==> config.mk <==
export PLATFORM = sky130hd
export DESIGN_NAME = maxpool_window_sequencer
export DESIGN_NICKNAME = d
export VERILOG_FILES = /design/src/rtl/maxpool_window_sequencer_pkg.sv /design/src/rtl/maxpool_window_sequencer_addr_gen.sv /design/src/rtl/maxpool_window_sequencer.sv
export SDC_FILE = /design/constraint.sdc
export NUM_CORES = 1
export LEC_CHECK = 0
export CAP_MARGIN = 10
export CORE_MARGIN = 2
export CORE_UTILIZATION = 60
export CTS_CLUSTER_DIAMETER = 30
export DETAILED_ROUTE_END_ITERATION = 16
export MAX_ROUTING_LAYER = met4
export PLACE_DENSITY = 0.94
export SKIP_CTS_REPAIR_TIMING = 1
export SLEW_MARGIN = 20
export SYNTH_ARGS = -nofsm -noshare
export SYNTH_HDL_FRONTEND = slang
export SYNTH_SLANG_ARGS = --single-unit
==> constraint.sdc <==
create_clock -name clk -period 19.2 [get_ports clk]
set_clock_uncertainty 0.15 [all_clocks]
set_input_delay 3.84 -clock clk [delete_from_list [all_inputs] [get_ports clk]]
set_output_delay 3.84 -clock clk [all_outputs]
set_load 0.005 [all_outputs]
==> src/rtl/maxpool_window_sequencer_pkg.sv <==
// Shared widths, FSM encoding and pool-unit handshake constants
// for the max-pool window sequencer.
package maxpool_window_sequencer_pkg;

  localparam int DEF_DATA_WIDTH = 16;
  localparam int DEF_ADDR_WIDTH = 16;
  localparam int DEF_DIM_WIDTH  = 8;

  // Samples reach the pool unit one cycle after the RAM read strobe.
  localparam int PU_SAMPLE_LAT  = 1;
  localparam int PU_CLEAR_LEN   = 1;

  typedef enum logic [2:0] {
    S_IDLE,
    S_SETUP,
    S_CLEAR,
    S_ISSUE,
    S_WAIT,
    S_WRITE,
    S_DONE
  } state_e;

endpackage

==> src/rtl/maxpool_window_sequencer_addr_gen.sv <==
// Window/kernel counters plus input and output RAM address arithmetic
// for the max-pool window sequencer.
module maxpool_addr_gen
  import maxpool_window_sequencer_pkg::*;
#(
  parameter int ADDR_WIDTH = DEF_ADDR_WIDTH,
  parameter int DIM_WIDTH  = DEF_DIM_WIDTH
) (
  input  logic                  clk,
  input  logic                  rst,
  input  logic                  init,
  input  logic                  step_k,
  input  logic                  step_w,
  input  logic [DIM_WIDTH-1:0]  n,
  input  logic [DIM_WIDTH-1:0]  k,
  input  logic [DIM_WIDTH-1:0]  s,
  input  logic [DIM_WIDTH-1:0]  m,
  input  logic [ADDR_WIDTH-1:0] in_base,
  input  logic [ADDR_WIDTH-1:0] out_base,
  output logic [ADDR_WIDTH-1:0] rd_addr,
  output logic [ADDR_WIDTH-1:0] wr_addr,
  output logic                  last_sample,
  output logic                  last_window
);

  localparam logic [DIM_WIDTH-1:0] ONE = 1;

  logic [DIM_WIDTH-1:0] orow_q, orow_d;
  logic [DIM_WIDTH-1:0] ocol_q, ocol_d;
  logic [DIM_WIDTH-1:0] kr_q, kr_d;
  logic [DIM_WIDTH-1:0] kc_q, kc_d;
  logic [ADDR_WIDTH-1:0] row_a, col_a;

  assign last_sample = (kr_q == k - ONE) && (kc_q == k - ONE);
  assign last_window = (orow_q == m - ONE) && (ocol_q == m - ONE);

  always_comb begin
    orow_d = orow_q;
    ocol_d = ocol_q;
    kr_d   = kr_q;
    kc_d   = kc_q;
    if (init) begin
      orow_d = '0;
      ocol_d = '0;
      kr_d   = '0;
      kc_d   = '0;
    end else begin
      if (step_k) begin
        if (kc_q == k - ONE) begin
          kc_d = '0;
          kr_d = (kr_q == k - ONE) ? '0 : kr_q + ONE;
        end else begin
          kc_d = kc_q + ONE;
        end
      end
      if (step_w) begin
        if (ocol_q == m - ONE) begin
          ocol_d = '0;
          orow_d = orow_q + ONE;
        end else begin
          ocol_d = ocol_q + ONE;
        end
      end
    end
  end

  always_ff @(posedge clk or negedge rst) begin
    if (!rst) begin
      orow_q <= '0;
      ocol_q <= '0;
      kr_q   <= '0;
      kc_q   <= '0;
    end else begin
      orow_q <= orow_d;
      ocol_q <= ocol_d;
      kr_q   <= kr_d;
      kc_q   <= kc_d;
    end
  end

  // Everything wraps modulo 2^ADDR_WIDTH.
  assign row_a = ADDR_WIDTH'(orow_q) * ADDR_WIDTH'(s)
               + ADDR_WIDTH'(kr_q);
  assign col_a = ADDR_WIDTH'(ocol_q) * ADDR_WIDTH'(s)
               + ADDR_WIDTH'(kc_q);
  assign rd_addr = in_base + row_a * ADDR_WIDTH'(n) + col_a;
  assign wr_addr = out_base
                 + ADDR_WIDTH'(orow_q) * ADDR_WIDTH'(m)
                 + ADDR_WIDTH'(ocol_q);

endmodule

==> src/rtl/maxpool_window_sequencer.sv <==
// Walks pooling windows over one channel: issues reads, feeds the
// fp16 max-pool unit and writes each window result to output RAM.
module maxpool_window_sequencer
  import maxpool_window_sequencer_pkg::*;
#(
  parameter int DATA_WIDTH = DEF_DATA_WIDTH,
  parameter int ADDR_WIDTH = DEF_ADDR_WIDTH,
  parameter int DIM_WIDTH  = DEF_DIM_WIDTH
) (
  input  logic                   clk,
  input  logic                   rst,
  input  logic                   start,
  input  logic [DIM_WIDTH-1:0]   cfg_fm_size,
  input  logic [DIM_WIDTH-1:0]   cfg_pool_size,
  input  logic [DIM_WIDTH-1:0]   cfg_stride,
  input  logic [ADDR_WIDTH-1:0]  cfg_in_base,
  input  logic [ADDR_WIDTH-1:0]  cfg_out_base,
  output logic                   busy,
  output logic                   done,
  output logic                   cfg_error,
  output logic                   rd_en,
  output logic [ADDR_WIDTH-1:0]  rd_addr,
  input  logic [DATA_WIDTH-1:0]  rd_data,
  output logic                   pu_clear,
  output logic                   pu_valid,
  output logic [DATA_WIDTH-1:0]  pu_data,
  output logic [DIM_WIDTH*2-1:0] pu_count,
  input  logic                   pu_result_ready,
  input  logic [DATA_WIDTH-1:0]  pu_result,
  output logic                   wr_en,
  output logic [ADDR_WIDTH-1:0]  wr_addr,
  output logic [DATA_WIDTH-1:0]  wr_data
);

  localparam int CW = DIM_WIDTH * 2;
  localparam logic [DIM_WIDTH-1:0] ONE = 1;

  state_e state_q, state_d;
  logic [DIM_WIDTH-1:0]  n_q, n_d, k_q, k_d;
  logic [DIM_WIDTH-1:0]  s_q, s_d, m_q, m_d;
  logic [ADDR_WIDTH-1:0] in_base_q, in_base_d;
  logic [ADDR_WIDTH-1:0] out_base_q, out_base_d;
  logic busy_q, busy_d, done_q, done_d;
  logic cfg_error_q, cfg_error_d;
  logic pu_clear_q, pu_clear_d;
  logic rd_en_q, rd_en_d, pu_valid_q, pu_valid_d;
  logic wr_en_q, wr_en_d;
  logic [DATA_WIDTH-1:0] wr_data_q, wr_data_d;
  logic init, step_k, step_w;
  logic last_sample, last_window, illegal;

  assign illegal = (cfg_pool_size == '0) || (cfg_stride == '0)
                || (cfg_pool_size > cfg_fm_size);

  always_comb begin
    state_d     = state_q;
    n_d         = n_q;
    k_d         = k_q;
    s_d         = s_q;
    m_d         = m_q;
    in_base_d   = in_base_q;
    out_base_d  = out_base_q;
    busy_d      = busy_q;
    done_d      = 1'b0;
    cfg_error_d = cfg_error_q;
    pu_clear_d  = 1'b0;
    rd_en_d     = rd_en_q;
    pu_valid_d  = rd_en_q;
    wr_en_d     = 1'b0;
    wr_data_d   = wr_data_q;
    init        = 1'b0;
    step_k      = 1'b0;
    step_w      = 1'b0;
    unique case (state_q)
      S_IDLE: begin
        if (start) begin
          n_d         = cfg_fm_size;
          k_d         = cfg_pool_size;
          s_d         = cfg_stride;
          in_base_d   = cfg_in_base;
          out_base_d  = cfg_out_base;
          cfg_error_d = illegal;
          if (illegal) begin
            state_d = S_DONE;
            done_d  = 1'b1;
          end else begin
            state_d = S_SETUP;
            busy_d  = 1'b1;
          end
        end
      end
      S_SETUP: begin
        m_d        = (n_q - k_q) / s_q + ONE;
        init       = 1'b1;
        pu_clear_d = 1'b1;
        state_d    = S_CLEAR;
      end
      S_CLEAR: begin
        rd_en_d = 1'b1;
        state_d = S_ISSUE;
      end
      S_ISSUE: begin
        step_k = 1'b1;
        if (last_sample) begin
          rd_en_d = 1'b0;
          state_d = S_WAIT;
        end
      end
      S_WAIT: begin
        if (pu_result_ready) begin
          wr_en_d   = 1'b1;
          wr_data_d = pu_result;
          state_d   = S_WRITE;
        end
      end
      S_WRITE: begin
        step_w = 1'b1;
        if (last_window) begin
          done_d  = 1'b1;
          busy_d  = 1'b0;
          state_d = S_DONE;
        end else begin
          pu_clear_d = 1'b1;
          state_d    = S_CLEAR;
        end
      end
      S_DONE:  state_d = S_IDLE;
      default: state_d = S_IDLE;
    endcase
  end

  always_ff @(posedge clk or negedge rst) begin
    if (!rst) begin
      state_q     <= S_IDLE;
      n_q         <= '0;
      k_q         <= '0;
      s_q         <= '0;
      m_q         <= '0;
      in_base_q   <= '0;
      out_base_q  <= '0;
      busy_q      <= 1'b0;
      done_q      <= 1'b0;
      cfg_error_q <= 1'b0;
      pu_clear_q  <= 1'b0;
      rd_en_q     <= 1'b0;
      pu_valid_q  <= 1'b0;
      wr_en_q     <= 1'b0;
      wr_data_q   <= '0;
    end else begin
      state_q     <= state_d;
      n_q         <= n_d;
      k_q         <= k_d;
      s_q         <= s_d;
      m_q         <= m_d;
      in_base_q   <= in_base_d;
      out_base_q  <= out_base_d;
      busy_q      <= busy_d;
      done_q      <= done_d;
      cfg_error_q <= cfg_error_d;
      pu_clear_q  <= pu_clear_d;
      rd_en_q     <= rd_en_d;
      pu_valid_q  <= pu_valid_d;
      wr_en_q     <= wr_en_d;
      wr_data_q   <= wr_data_d;
    end
  end

  maxpool_addr_gen #(
    .ADDR_WIDTH (ADDR_WIDTH),
    .DIM_WIDTH  (DIM_WIDTH)
  ) u_addr_gen (
    .clk         (clk),
    .rst         (rst),
    .init        (init),
    .step_k      (step_k),
    .step_w      (step_w),
    .n           (n_q),
    .k           (k_q),
    .s           (s_q),
    .m           (m_q),
    .in_base     (in_base_q),
    .out_base    (out_base_q),
    .rd_addr     (rd_addr),
    .wr_addr     (wr_addr),
    .last_sample (last_sample),
    .last_window (last_window)
  );

  assign busy      = busy_q;
  assign done      = done_q;
  assign cfg_error = cfg_error_q;
  assign rd_en     = rd_en_q;
  assign pu_clear  = pu_clear_q;
  assign pu_valid  = pu_valid_q;
  // RAM data lines up with the delayed strobe; zero when idle.
  assign pu_data   = pu_valid_q ? rd_data : '0;
  assign pu_count  = CW'(k_q) * CW'(k_q);
  assign wr_en     = wr_en_q;
  assign wr_data   = wr_data_q;

endmodule

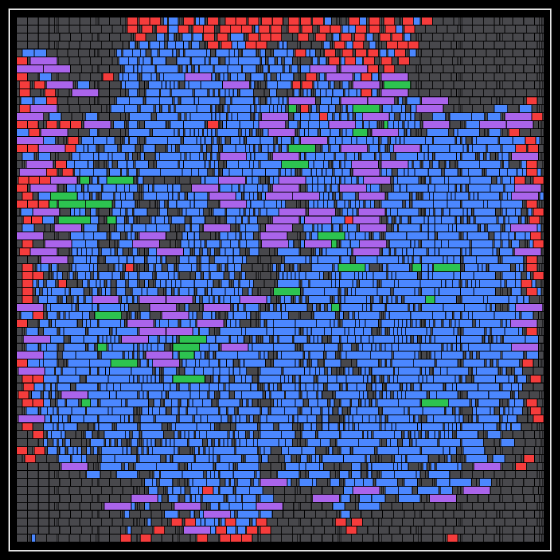
Run 1: cells colored by class
Fill, decap, tap and diode cells in gray.
Green shows clock drivers and dummy loads, cells 32, share of their area 2.8%. Red shows other buffers and delay cells, cells 183, share of their area 8.4%. Blue shows all other logic, cells 1962, share of their area 75%. Purple shows flip-flops, cells 122, share of their area 14%.
fin area: 22300 µm²
Final Core Density: 68.7%
standard-cell rows: 66
core box area: 32400 µm²
sequential portion of the cell area: 13.7%

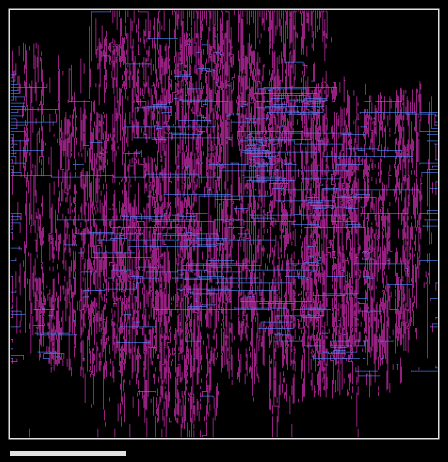
Run 1: wiring by layer
The bar under the picture is 50 µm long. Only two layers are drawn.
Blue shows met3, wire length 3520 µm. Magenta shows met2, wire length 25.5 mm.

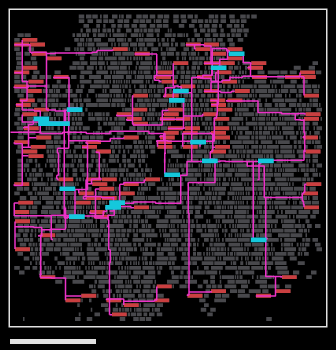
Run 1: routed clock nets over the placement
The bar under the picture is 50 µm long.
Red shows flip-flops, count 122. Cyan shows cells driving clock nets, count 17. Magenta shows clock wires, length 2420 µm.
Position of the flops: all over the die.

[run 1: layout make-up]
class                           count  area [µm²]  share of cell area, %
Tap cell                          442         553                   2.49
Clock buffer                       20         457                   2.05
Timing Repair Buffer              183        1810                   8.15
Multi-Input combinational cell   1591       14800                   66.7
Sequential cell                   122        3050                   13.7
Inverter                          371        1390                   6.26
Clock inverter                     12         140                  0.630
[run 1: through the flow]
stage | utilization (%) | hold slack [ns] | area (µm²) | worst slack (ns)
2_1_floorplan | - | 0.246 | 19600 | 5.66
3_3_place_gp | 66.9 | 0.262 | 21600 | 4.19
3_5_place_dp | 66.9 | 0.291 | 21600 | 3.32
4_1_cts | 68.7 | 0.338 | 22200 | 3.07
5_1_grt | 68.7 | 0.362 | 22300 | 1.69
6_report | 68.7 | 0.357 | 22300 | 2.83
[run 1: metal layers]
metal,GRT usage [%],part of all wire [%],vias to the layer above,wire (µm)
li1,-,-,7055,-
met1,36.7,38,7804,19200
met2,54.6,51,675,25500
met3,4.66,7.0,188,3520
met4,13.4,4.0,0,1980
met5,-,0,-,0
[run 1: state kept, by name, indices dropped and copies added, names as in the netlist]
register and count:
u_addr_gen.ocol_q 8, in_base_q 16, u_addr_gen.kr_q 8, out_base_q 16
wr_data 16, pu_valid 1, pu_clear 1, rd_en 1
u_addr_gen.kc_q 8, wr_en 1, k_q 8, s_q 8
cfg_error 1, n_q 8, m_q 8, done 1
state_q 3, busy 1, u_addr_gen.orow_q 8
==> flow_summary.rst, run 1 <==
Implementation results
======================

.. list-table::
   :header-rows: 1

   * - Metric
     - Value
   * - Worst Setup Start Kind
     - register
   * - Half-perimeter wire length after detailed placement
     - 39100 µm
   * - Final setup viols
     - 0
   * - Predominant post-synthesis flop cell
     - sky130_fd_sc_hd__dfrtp_1
   * - Remaining DRCs
     - 0
   * - Portion of the post-synthesis area used by sequential elements
     - 15.6%
   * - Synthesis Warnings
     - 0
   * - Type of destination of the critical path
     - register
   * - Unrepaired setup endpoints after global routing
     - false
   * - Tally of filler cells in the layout
     - 2390
   * - Number of buffers created by CTS
     - 17
   * - Top Family by Delay on Critical Path
     - AND-OR/OR-AND gates
   * - Global-route wire length before repair
     - 82400 µm
   * - Number of OpenROAD warnings
     - 34
   * - Min-delay worst type
     - reg -> reg
   * - Outcome
     - finished, final reports clean
   * - Antenna violations before repair
     - 0
   * - Source of the worst register-to-register timing path
     - n_q[1]
   * - Via density
     - 5.74
   * - Share of post-route cells with drive strength above 1
     - 4.44%
   * - Stage delay of the slowest cell on the critical path
     - 0.74 ns
   * - WHS Path Cells
     - 1
   * - CTS tree
     - yes
   * - Synthesis area per yosys
     - 19600 µm²
   * - Destination of the worst hold path
     - wr_data[9]
   * - Simple Share, Synth
     - 16.1%
   * - Critical Path Slowest Stage Cell
     - sky130_fd_sc_hd__dfrtp_1
   * - Synth top cell by count
     - sky130_fd_sc_hd__inv_1
   * - CP Data Arrival Time
     - 16.56 ns
   * - Count of instantiated cells in the yosys netlist
     - 2166
   * - Die width
     - 185 µm
   * - Startpoint of the worst hold path
     - wr_data[9]
   * - Instance tally after logic synthesis
     - 2166
   * - Largest net degree at the start of global routing
     - 67
   * - Number of placed I/O pins
     - 179
   * - Vias in the first global route
     - 17000
   * - MaxCap Viol Count
     - 0
   * - Floorplan net count
     - 2758
   * - EDFF count, synth
     - 0
   * - Worst setup path endpoint
     - m_q[6]
   * - Ranking of synthesized cells by instance count
     - sky130_fd_sc_hd__inv_1 (371), sky130_fd_sc_hd__fa_1 (266), sky130_fd_sc_hd__nand2_1 (254)
   * - Post-synthesis cell type with the largest combined area
     - sky130_fd_sc_hd__fa_1
   * - Cell types occupying the most area after synthesis
     - sky130_fd_sc_hd__fa_1 (27%), sky130_fd_sc_hd__dfrtp_1 (16%), sky130_fd_sc_hd__ha_1 (15%)
   * - Fmax
     - 0.0611 GHz
   * - GRT Resource Usage Total
     - 31.5%
==> run 2: changes to the inputs <==
Clock period 19.2 ns to 15.6 ns, I/O delays scaled along.
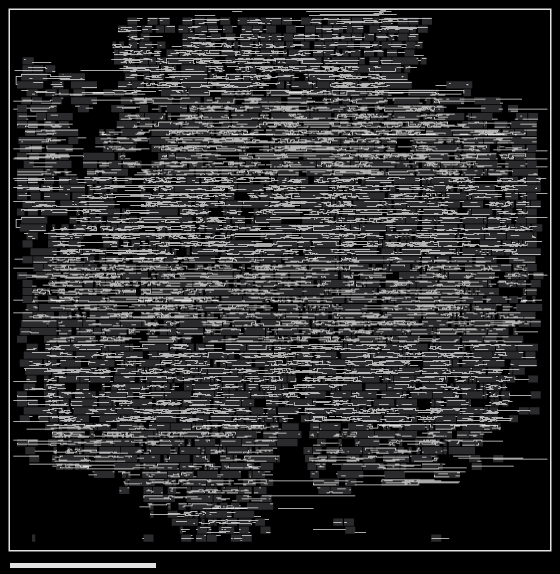
Run 2: met1 routing
The bar under the picture is 50 µm long.
The layer holds 38% of the routed length. The layer carries 19100 µm of wire. 2647 nets have wire on it.
WL final: 50900 µm
met1 track utilization from global routing: 38.3%
total number of vias: 16000

==> flow_summary.rst, run 2 <==
Implementation results
======================

.. list-table::
   :header-rows: 1

   * - Metric
     - Value
   * - Outcome
     - finished, final reports clean
   * - Type of destination of the critical path
     - register
   * - Worst hold margin
     - 0.270 ns (-0.0868 ns)
   * - Met3 wirelength from detailed routing
     - 4020 µm (+14%)
   * - Critical Path Slowest Stage Cell
     - sky130_fd_sc_hd__or4_4
   * - Cell types occupying the most area after synthesis
     - sky130_fd_sc_hd__fa_1 (27%), sky130_fd_sc_hd__dfrtp_1 (16%), sky130_fd_sc_hd__ha_1 (15%)
   * - Number of buffers created by CTS
     - 17 (unchanged)
   * - Half-perimeter wire length after detailed placement
     - 39300 µm (+0.43%)
   * - Worst Setup Start Kind
     - register
   * - Count of instantiated cells in the yosys netlist
     - 2166 (unchanged)
   * - Portion of the post-synthesis area used by sequential elements
     - 15.6% (unchanged)
   * - Unrepaired setup endpoints after global routing
     - false
   * - EDFF count, synth
     - 0 (unchanged)
   * - Fin area
     - 22300 µm² (+0.37%)
   * - Largest net degree at the start of global routing
     - 75 (+12%)
   * - Share of post-route cells with drive strength above 1
     - 5.00% (+0.56 points)
   * - WHS Path Cells
     - 0 (-1)
   * - Global-route wire length before repair
     - 83800 µm (+1.7%)
   * - CP Data Arrival Time
     - 14.83 ns (-1.73 ns)
   * - Routed length on met1
     - 19100 µm (-0.41%)
   * - Die width
     - 185 µm (unchanged)
   * - Remaining DRCs
     - 0 (unchanged)
   * - Total met2 wirelength after detailed routing
     - 25300 µm (-0.76%)
   * - Min-delay worst type
     - reg -> reg
   * - GRT Resource Usage Total
     - 32.2% (+0.69 points)
   * - CTS tree
     - yes
   * - Instance tally after logic synthesis
     - 2166 (unchanged)
   * - Post-synthesis cell type with the largest combined area
     - sky130_fd_sc_hd__fa_1
   * - MaxCap Viol Count
     - 0 (unchanged)
   * - Vias in the first global route
     - 17400 (+1.9%)
   * - Core box area
     - 32400 µm² (unchanged)
   * - Synthesis area per yosys
     - 19600 µm² (unchanged)
   * - Top sig layer
     - met4
## run 2: cell count changes in the layout (fill, tap and decap cells not counted), sizes merged
| cell | previous run | this run |
|---|---|---|
| buf | 7 | 10 |
| bufinv | 2 | 3 |
| clkinvlp | 3 | 2 |
## run 2: cell families (layout without fill, tap and decap cells)
group / count (synthesis) / count (layout) / share of synthesized area (%)
other cells: 1 / 1 / 0.0191
compound gates: 248 / 248 / 7.71
xor+xnor: 148 / 148 / 6.79
fa+ha+maj: 500 / 500 / 42.1
flops: 122 / 122 / 15.6
buf+inv: 453 / 589 / 8.74
simple gates: 643 / 643 / 16.1
mux: 51 / 51 / 2.90
## run 2: layer usage
metal | vias to the layer above | global-route usage, %
li1 | 7075 | -
met1 | 7862 | 38.3
met2 | 840 | 53.9
met3 | 222 | 5.14
met4 | 0 | 15.2
met5 | - | -
## run 2: layout make-up
class | instances | area (µm²)
Fill cell | 2292 | 10000
Sequential cell | 122 | 3060
Clock buffer | 20 | 467
Timing Repair Buffer | 186 | 1840
Tap cell | 442 | 553
Multi-Input combinational cell | 1591 | 14900
Inverter | 371 | 1390
Clock inverter | 12 | 163
## run 2: worst paths after layout
kind	start	to
max	k_q[1]	m_q[6]
min	rd_en	pu_valid
max reg2reg	k_q[1]	m_q[6]
min reg2reg	rd_en	pu_valid
max in group asynchronous	rst	n_q[0]
min in group asynchronous	rst	wr_data[12]
